$ cat src/rtl/pipe_ctrl_pkg.sv
// Purpose: shared indices, state type and enable/flush patterns for the pipeline stall sequencer.
// Latency: n/a (constants and types only).
// Backpressure: n/a.
package pipe_ctrl_pkg;

    // Bit positions of the pipeline registers in stage_en / stage_flush.
    localparam int IDX_PC    = 0;
    localparam int IDX_IFID  = 1;
    localparam int IDX_IDEX  = 2;
    localparam int IDX_EXMEM = 3;
    localparam int IDX_MEMWB = 4;
    localparam int NREG      = 5;

    typedef enum logic {
        RUN      = 1'b0,
        VEC_WAIT = 1'b1
    } pctrl_state_t;

    // Enable patterns (bit 0 = PC ... bit 4 = MEM/WB).
    localparam logic [NREG-1:0] EN_ALL      = 5'b11111;
    localparam logic [NREG-1:0] EN_NONE     = 5'b00000;
    localparam logic [NREG-1:0] EN_HOLD_VEC = 5'b11000;
    localparam logic [NREG-1:0] EN_HOLD_LU  = 5'b11100;

    // Flush patterns; a flush bit only takes effect when its enable bit is set.
    localparam logic [NREG-1:0] FL_NONE     = 5'b00000;
    localparam logic [NREG-1:0] FL_ALL      = 5'b11111;
    localparam logic [NREG-1:0] FL_BRANCH   = 5'b00110;
    localparam logic [NREG-1:0] FL_VEC      = 5'b01000;
    localparam logic [NREG-1:0] FL_LU       = 5'b00100;

endpackage

$ cat src/rtl/pipeline_stall_ctrl.sv
// Purpose: resolves halt / taken branch / multi-cycle vector op / load-use into per-register enable+flush, counts stall cycles.
// Latency: stage_en/stage_flush are combinational (act on the coming edge); busy and stall_cycles are registered.
// Backpressure: halt freezes everything; a vector op holds PC..ID/EX for VEC_LAT-1 cycles, load-use holds PC/IF-ID for one cycle.
//
// Ports:
//   clk, reset            clock and synchronous active-high reset
//   halt                  debug freeze (highest priority)
//   branch_taken          EX resolved a taken branch
//   ex_vec_start          first EX cycle of a multi-cycle vector op
//   id_load_use           ID depends on the load in EX
//   stage_en/stage_flush  per-register enable and bubble-insert (bit 0 = PC)
//   busy                  vector op in progress
//   stall_cycles          saturating count of non-halt cycles with PC held
module pipeline_stall_ctrl
    import pipe_ctrl_pkg::*;
#(
    parameter int VEC_LAT = 4,
    parameter int PERF_W  = 16
) (
    input  logic              clk,
    input  logic              reset,
    input  logic              halt,
    input  logic              branch_taken,
    input  logic              ex_vec_start,
    input  logic              id_load_use,
    output logic [NREG-1:0]   stage_en,
    output logic [NREG-1:0]   stage_flush,
    output logic              busy,
    output logic [PERF_W-1:0] stall_cycles
);

    localparam int               CNT_W     = $clog2(VEC_LAT);
    // The start cycle already counts as one EX cycle of the op.
    localparam logic [CNT_W-1:0] CNT_START = CNT_W'(VEC_LAT - 1);
    localparam logic [CNT_W-1:0] CNT_ONE   = CNT_W'(1);

    pctrl_state_t     state, state_nxt;
    logic [CNT_W-1:0] cnt, cnt_nxt;
    logic             busy_nxt;
    logic             stall_inc;

    always_ff @(posedge clk) begin
        if (reset) begin
            state <= RUN;
            cnt   <= '0;
            busy  <= 1'b0;
        end else begin
            state <= state_nxt;
            cnt   <= cnt_nxt;
            busy  <= busy_nxt;
        end
    end

    always_comb begin
        state_nxt   = state;
        cnt_nxt     = cnt;
        busy_nxt    = busy;
        stage_en    = EN_ALL;
        stage_flush = FL_NONE;

        if (reset) begin
            // Clear every stage register while reset is held.
            stage_en    = EN_ALL;
            stage_flush = FL_ALL;
        end else if (halt) begin
            // Full freeze: no register moves and no sequencer state advances.
            stage_en    = EN_NONE;
            stage_flush = FL_NONE;
        end else begin
            case (state)
                RUN: begin
                    if (branch_taken) begin
                        stage_flush = FL_BRANCH;
                    end else if (ex_vec_start) begin
                        stage_en    = EN_HOLD_VEC;
                        stage_flush = FL_VEC;
                        state_nxt   = VEC_WAIT;
                        cnt_nxt     = CNT_START;
                        busy_nxt    = 1'b1;
                    end else if (id_load_use) begin
                        stage_en    = EN_HOLD_LU;
                        stage_flush = FL_LU;
                    end
                end
                VEC_WAIT: begin
                    // Requests are ignored here; upstream is held so they re-present after release.
                    if (cnt > CNT_ONE) begin
                        stage_en    = EN_HOLD_VEC;
                        stage_flush = FL_VEC;
                        cnt_nxt     = cnt - CNT_ONE;
                    end else begin
                        state_nxt = RUN;
                        busy_nxt  = 1'b0;
                    end
                end
                default: begin
                    state_nxt = RUN;
                    cnt_nxt   = '0;
                    busy_nxt  = 1'b0;
                end
            endcase
        end
    end

    // Halt cycles are deliberately not counted.
    assign stall_inc = !reset && !halt && !stage_en[IDX_PC];

    always_ff @(posedge clk) begin
        if (reset) begin
            stall_cycles <= '0;
        end else if (stall_inc && (stall_cycles != {PERF_W{1'b1}})) begin
            stall_cycles <= stall_cycles + PERF_W'(1);
        end
    end

endmodule

$ cat config.mk
export PLATFORM = sky130hd
export DESIGN_NAME = pipeline_stall_ctrl
export DESIGN_NICKNAME = d
export VERILOG_FILES = /design/src/rtl/pipe_ctrl_pkg.sv /design/src/rtl/pipeline_stall_ctrl.sv
export SDC_FILE = /design/constraint.sdc
export NUM_CORES = 1
export LEC_CHECK = 0
export CELL_PAD_IN_SITES_DETAIL_PLACEMENT = 1
export CELL_PAD_IN_SITES_GLOBAL_PLACEMENT = 1
export CORE_ASPECT_RATIO = 0.5
export CORE_MARGIN = 2
export CORE_UTILIZATION = 30
export DETAILED_ROUTE_END_ITERATION = 8
export PLACE_DENSITY_LB_ADDON = 0.1
export SLEW_MARGIN = 20
export SYNTH_ARGS = -nofsm -noshare
export SYNTH_HDL_FRONTEND = slang
export SYNTH_SLANG_ARGS = --single-unit
$ cat constraint.sdc
create_clock -name clk -period 1.9 [get_ports clk]
set_clock_uncertainty 0.15 [all_clocks]
set_input_delay 0.38 -clock clk [delete_from_list [all_inputs] [get_ports clk]]
set_output_delay 0.38 -clock clk [all_outputs]
set_load 0.02 [all_outputs]
Pin map:
Drawn at 6 px/um. Pins as bars across the die edge, other pins in gray.
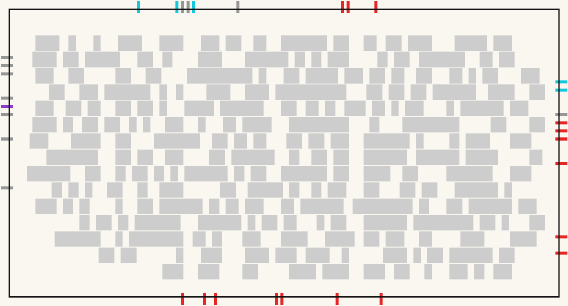
[`stage_flush`] cyan | pins: 5 | direction: output | edge: 3 top, 2 right
[`stall_cycles`] red | pins: 16 | direction: output | edge: 7 bottom, 6 right, 3 top
[`branch_taken`] purple | pins: 1 | direction: input | edge: left
all pins by edge: 9 top, 9 right, 8 left, 7 bottom
Die W: 91.4 um
I/O Buffers: 32
chip height: 47.7 um

Wiring by layer:
Drawn at 4 px/um.
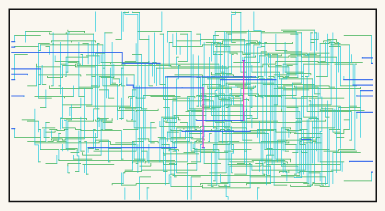
[metal 2] cyan | wire length: 2,440 um
[metal 3] blue | wire length: 198 um
[metal 4] magenta | wire length: 29.9 um
[metal 1] green | wire length: 2,130 um
vias post-DR: 1,447
All-Layer GR Usage: 20.1%
WL/cell: 17.7 um
final WL: 4800 um

==> results.json <==
{
  "dieArea_sq_um": 4360,
  "violations": "setup timing",
  "yosys.area_share.simple_pct": 29.4,
  "finalSetupViolations": 13,
  "cts_buffer_depth": 2,
  "cts_tree": "built",
  "yosys-top-cells-area": "dfxtp_1, a21oi_1, o31ai_1",
  "top_power_group": "clock",
  "r2r_slack_ns": -0.18,
  "min_period_over_period_pct": 110,
  "comb_area_sq_um": 872,
  "max-cap-violations": 0,
  "worst_setup_path_start_kind": "register",
  "avgViaCountPerCell": 5.34,
  "seqPwrFrac_pct": 39.4,
  "ys.warnings.count": 0,
  "ys_sh_mux_pct": 2.95,
  "layout_setup_ws_ns": -0.181,
  "maxSlewViolCount": 0,
  "status": "finished, violations left",
  "cts_buffers": 3
}
Cell density map:
Drawn at 6 px/um. 9 x 5 tiles, from black (low) to pale yellow (high), 0 to 100% covered.
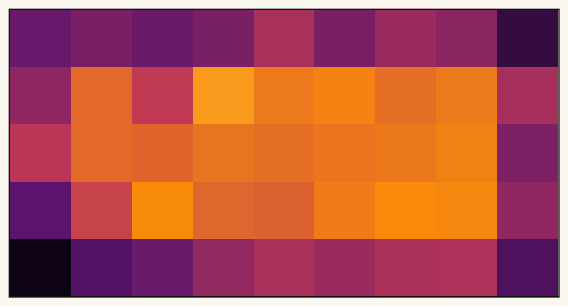
fullest tile: 78%
tiles over 75% full: 2.2%
densest ninth of the die: middle
Util after Layout: 62.7%
Core ar.: 3550 sq um
fp_density: 32.3%

Cells colored by class:
Drawn at 4 px/um.
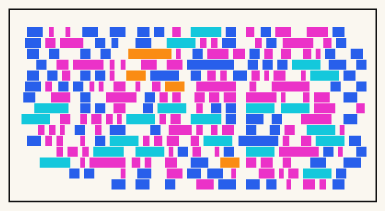
[combinational and other logic] magenta | cells: 111
[clock drivers and dummy loads] orange | cells: 4
[sequential cells] cyan | cells: 20
[remaining buffers and delay cells] blue | cells: 85
FP Rows: 15
Seq/total area: 18.4%
final instance area: 2220 sq um

critical path, delay by kind of cell, from the launching register on:
kind | cells | cell delay (ns)
AND/OR/NAND/NOR | 3 | 0.66
buffers and inverters | 3 | 0.50
flip-flops | 1 | 0.34
AND-OR/OR-AND | 2 | 0.23
adder cells (fa/ha/maj) | 1 | 0.15
area by class of cell:
cell class | instances | area share (%)
Clock buffer | 3 | 1.86
Inverter | 5 | 0.844
Timing Repair Buffer | 85 | 35.5
Multi-Input combinational cell | 106 | 39.2
Sequential cell | 20 | 18.4
Clock inverter | 1 | 1.35
Tap cell | 51 | 2.87
registers in the layout, summed over array words and instances (netlist names):
name	count
stall_cycles	16
cnt	2
busy	1
state	1
